$ cat src/rtl/pipe_ctrl_pkg.sv
// Shared definitions for the pipeline sequencer.
// Contents: stall vector width and bit indices, the four priority stall
// patterns, and the EX occupancy FSM state encoding.
package pipe_ctrl_pkg;

    localparam int STALL_W  = 6;
    localparam int STALL_PC = 0;
    localparam int STALL_IF = 1;
    localparam int STALL_ID = 2;
    localparam int STALL_EX = 3;
    localparam int STALL_MM = 4;
    localparam int STALL_WB = 5;

    // Each pattern holds its own stage and everything upstream of it.
    localparam logic [STALL_W-1:0] STALL_PAT_MEM = 6'b011111;
    localparam logic [STALL_W-1:0] STALL_PAT_EX  = 6'b001111;
    localparam logic [STALL_W-1:0] STALL_PAT_ID  = 6'b000111;
    localparam logic [STALL_W-1:0] STALL_PAT_IF  = 6'b000011;

    typedef enum logic [1:0] {
        EX_IDLE = 2'd0,
        EX_BUSY = 2'd1,
        EX_DONE = 2'd2
    } ex_state_e;

endpackage

$ cat src/rtl/pipe_ctrl_ex_occupancy_fsm.sv
// EX multi-cycle occupancy tracker (mult/div).
// Ports:
//   clk, rst            core clock, synchronous active-high reset
//   start, cycles       EX issues an op occupying 'cycles' cycles
//   ex_stall            hold EX and upstream this cycle
//   ex_busy             op in progress (BUSY state)
//   ex_multi_done       one-cycle pulse on the cycle the op leaves EX
// An N-cycle op stalls the start cycle plus N-2 BUSY cycles (N-1 total),
// and DONE is cycle N. N==2 therefore skips BUSY entirely.
module ex_occupancy_fsm
    import pipe_ctrl_pkg::*;
#(
    parameter int CNT_W = 6
) (
    input  logic             clk,
    input  logic             rst,
    input  logic             start,
    input  logic [CNT_W-1:0] cycles,
    output logic             ex_stall,
    output logic             ex_busy,
    output logic             ex_multi_done
);

    ex_state_e        state, state_nxt;
    logic [CNT_W-1:0] cnt, cnt_nxt;

    always_ff @(posedge clk) begin
        if (rst) begin
            state <= EX_IDLE;
            cnt   <= '0;
        end else begin
            state <= state_nxt;
            cnt   <= cnt_nxt;
        end
    end

    always_comb begin
        state_nxt     = state;
        cnt_nxt       = cnt;
        ex_stall      = 1'b0;
        ex_busy       = 1'b0;
        ex_multi_done = 1'b0;
        case (state)
            EX_IDLE, EX_DONE: begin
                ex_multi_done = (state == EX_DONE);
                state_nxt     = EX_IDLE;
                if (start) begin
                    if (cycles > CNT_W'(1)) begin
                        ex_stall  = 1'b1;
                        cnt_nxt   = cycles - CNT_W'(1);
                        state_nxt = (cycles == CNT_W'(2)) ? EX_DONE : EX_BUSY;
                    end else begin
                        state_nxt = EX_DONE;
                    end
                end
            end
            EX_BUSY: begin
                ex_stall = 1'b1;
                ex_busy  = 1'b1;
                cnt_nxt  = cnt - CNT_W'(1);
                // Leave BUSY as the count reaches 1; next cycle is DONE.
                if (cnt == CNT_W'(2))
                    state_nxt = EX_DONE;
            end
            default: state_nxt = EX_IDLE;
        endcase
        // Outputs read as zero for the whole reset cycle.
        if (rst) begin
            ex_stall      = 1'b0;
            ex_busy       = 1'b0;
            ex_multi_done = 1'b0;
        end
    end

endmodule

$ cat src/rtl/pipe_ctrl.sv
// Central pipeline sequencer for the 5-stage core.
// Ports:
//   clk, rst                  core clock, synchronous active-high reset
//   if/id/mem_stallreq        per-stage stall requests
//   ex_multi_start/_cycles    multi-cycle EX op issue and its occupancy
//   id_branch_taken/_target   taken branch resolved in ID
//   stall[5:0]                hold bits PC, IF_ID, ID_EX, EX_MEM, MEM_WB, WB
//   flush_if_id               bubble into IF_ID
//   pc_redirect, redirect_pc  PC load of redirect target
//   ex_busy, ex_multi_done    EX occupancy status
// Branches resolved while only fetch is stalled are parked in a one-entry
// buffer and replayed on the first cycle the PC is free.
module pipe_ctrl
    import pipe_ctrl_pkg::*;
#(
    parameter int ADDR_W = 32,
    parameter int CNT_W  = 6
) (
    input  logic               clk,
    input  logic               rst,
    input  logic               if_stallreq,
    input  logic               id_stallreq,
    input  logic               ex_multi_start,
    input  logic [CNT_W-1:0]   ex_multi_cycles,
    input  logic               mem_stallreq,
    input  logic               id_branch_taken,
    input  logic [ADDR_W-1:0]  id_branch_target,
    output logic [STALL_W-1:0] stall,
    output logic               flush_if_id,
    output logic               pc_redirect,
    output logic [ADDR_W-1:0]  redirect_pc,
    output logic               ex_busy,
    output logic               ex_multi_done
);

    logic              ex_stall;
    logic              pending_valid;
    logic [ADDR_W-1:0] pending_pc;
    logic              br_ok;
    logic              go_new, go_pend;

    ex_occupancy_fsm #(.CNT_W(CNT_W)) u_ex_fsm (
        .clk           (clk),
        .rst           (rst),
        .start         (ex_multi_start),
        .cycles        (ex_multi_cycles),
        .ex_stall      (ex_stall),
        .ex_busy       (ex_busy),
        .ex_multi_done (ex_multi_done)
    );

    always_comb begin
        stall = '0;
        if (rst)               stall = '0;
        else if (mem_stallreq) stall = STALL_PAT_MEM;
        else if (ex_stall)     stall = STALL_PAT_EX;
        else if (id_stallreq)  stall = STALL_PAT_ID;
        else if (if_stallreq)  stall = STALL_PAT_IF;
    end

    // A branch held in ID is simply re-presented next cycle.
    assign br_ok   = !rst && id_branch_taken && !stall[STALL_ID];
    // A fresh branch beats a parked one (newest wins).
    assign go_new  = br_ok && !stall[STALL_PC];
    assign go_pend = !rst && !go_new && pending_valid && !stall[STALL_PC];

    always_comb begin
        pc_redirect = go_new || go_pend;
        flush_if_id = (go_new || go_pend) && !stall[STALL_IF];
        redirect_pc = '0;
        if (go_new)       redirect_pc = id_branch_target;
        else if (go_pend) redirect_pc = pending_pc;
    end

    always_ff @(posedge clk) begin
        if (rst) begin
            pending_valid <= 1'b0;
            pending_pc    <= '0;
        end else if (br_ok && stall[STALL_PC]) begin
            pending_valid <= 1'b1;
            pending_pc    <= id_branch_target;
        end else if (go_new || go_pend) begin
            pending_valid <= 1'b0;
        end
    end

endmodule

$ cat config.mk
export PLATFORM = sky130hd
export DESIGN_NAME = pipe_ctrl
export DESIGN_NICKNAME = d
export VERILOG_FILES = /design/src/rtl/pipe_ctrl_pkg.sv /design/src/rtl/pipe_ctrl_ex_occupancy_fsm.sv /design/src/rtl/pipe_ctrl.sv
export SDC_FILE = /design/constraint.sdc
export NUM_CORES = 1
export LEC_CHECK = 0
export ABC_AREA = 1
export CAP_MARGIN = 20
export CORE_ASPECT_RATIO = 1.5
export CORE_MARGIN = 5
export CORE_UTILIZATION = 47
export DETAILED_ROUTE_END_ITERATION = 12
export PLACE_DENSITY = 0.85
export SKIP_LAST_GASP = 1
export SYNTH_ARGS = -nofsm -noshare
export SYNTH_HDL_FRONTEND = slang
export SYNTH_SLANG_ARGS = --single-unit
$ cat constraint.sdc
create_clock -name clk -period 2.15 [get_ports clk]
set_input_delay 0.3225 -clock clk [delete_from_list [all_inputs] [get_ports clk]]
set_output_delay 0.3225 -clock clk [all_outputs]
set_load 0.01 [all_outputs]
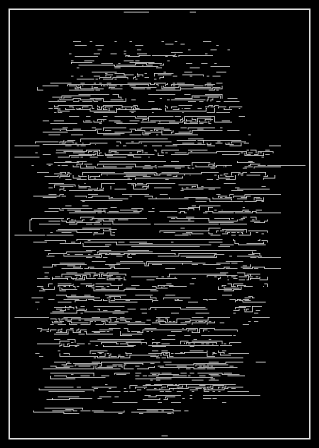
Figure 1: signal wires on met1.
The layer carries 3870 um of wire. The wires run mostly horizontal. The longest straight run is 35.4 um. The layer holds 36% of the routed length. 548 nets have wire on it.
Vias: 3609
final wirelength: 10800 um
GRT met1 Usage: 31.1%

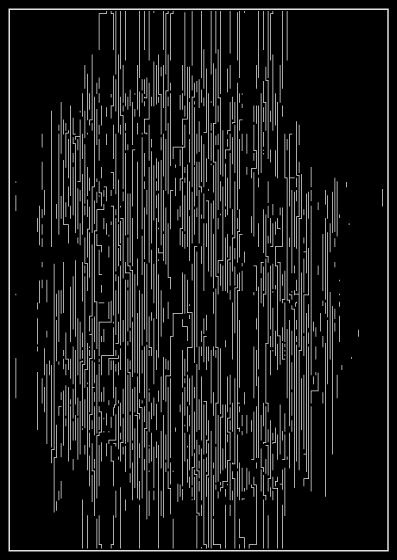
Figure 2: met2 routing.
The longest straight run is 35.9 um. The wires run mostly vertical. The layer holds 51% of the routed length.
global-route met2 utilization: 47.8%

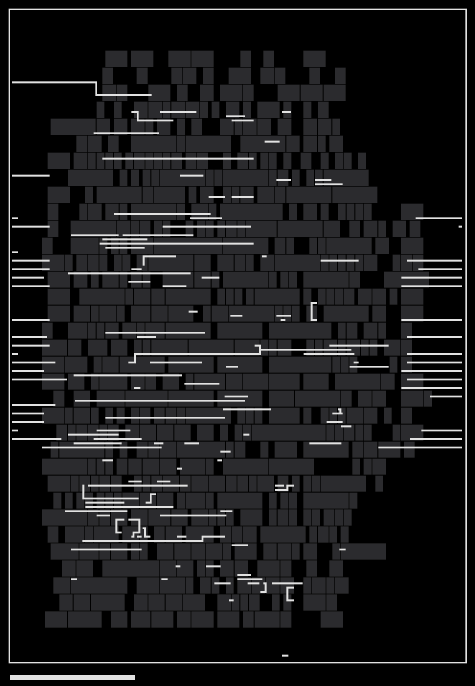
Figure 3: metal 3.
Scale bar: 20 um. Cells faint in the background.
The longest straight run is 26.9 um. 110 nets have wire on it.
met3 Use GR: 4.84%

==> summary.txt <==
Status - finished with violations
Failing checks - negative setup slack
Smallest setup slack after layout - -0.0138 ns
Primary FF master, synth - dfxtp_1
Syn Std Cell Area - 2790 um^2
Main logic family - simple AND/OR/NAND/NOR gates
Xor/xnor share - 1.26%
Seq power - 0.821 mW
All-Layer GR Usage - 27.7%
CTS max path bufs - 2
Ys Warns - 0
Hold Path Stages - 5
Area fraction in and, or, nand and nor cells - 45.8%
Max-area cell class - combinational gates
Crit Path Max Fanout - 3
Cell Area, Placed - 3830 um^2
Unique cell types - 31
Peak VDD IR - 0.355 mV
Core area - 5790 um^2
Hold Path Sink - u_ex_fsm.state[0]
Ys flops - 41
IO buf count - 85
Comb area share - 37.9%
Vias in the first global route - 3508
Ys async rst share - 0%
Clk_buf instances - 6
Global route hottest layer - met2
FF-to-FF Start - u_ex_fsm.state[0]
FF-to-FF path depth - 10
Layout Utilization - 73.2%
TNS Setup - -0.0161 ns
Top routing layer in use - met4
Sequential cells - 41
Met3 wire length - 861 um
Routed wl met2 - 5530 um
Worst R2R End - pending_pc[26]
Non-clock buffers - 150
Measured slew at the worst slew-check pin - 0.501 ns
Inverters - 54
Vias per Instance - 5.66
Final setup viols - 2
Ant. Diodes - 0
Top post-synthesis cells by count - nand2_1, nand4_1, inv_1
WL/cell - 16.9 um
Hold Path Origin - ex_multi_start
Total CTS buffers - 5
Share of layout cells above drive strength 1 - 24.9%
Nets - 615
Rows - 34
Slowest-stage cell, CP - dlygate4sd2_1
DRC - 0
Tool warnings - 31
Switch Pwr - 0.639 mW
Logic area - 1610 um^2
Top cell excl fill/tap - nand2_1
Tapcell Cnt - 72
Placed cell count - 597
WHS - 0.434 ns
P&R area growth vs syn - 51.6%
Worst path bufs/invs - 5
Synthesized netlist cell count - 446
Compound-Gate Fraction of Synth Area - 5.60%
CTS root buf - clkbuf_8
First-pass GRT wire length - 16800 um
Number of gates resized after CTS - 178
Initial antenna violation count - 0
Post-CTS setup buffers - 28
Post-synth seq share - 29.4%
Pwr/cell area - 500 nW/um^2
DIE AREA - 7610 um^2
RSZ-0062 raised after global routing - true
Largest power group - registers
Design Power - 2.12 mW
Worst setup SP type - primary input
Fraction of power consumed by the clock network - 31.1%
CTS tree - built
Ys cells - 446
Setup crit end kind - output pin
Fraction of area in non-clock buffers - 32.5%
M1 wire length - 3870 um
Fmax - 0.462 GHz
Leakage - 2.12 nW
Max reg flops - 32
Register-to-register setup slack - 0.47 ns
Die Ht - 104 um
Pre-CTS setup slack - -0.815 ns
Post-DRT Antenna Nets - 0
Fp_density - 48.2%
Power is estimated from default activity; no workload was simulated.
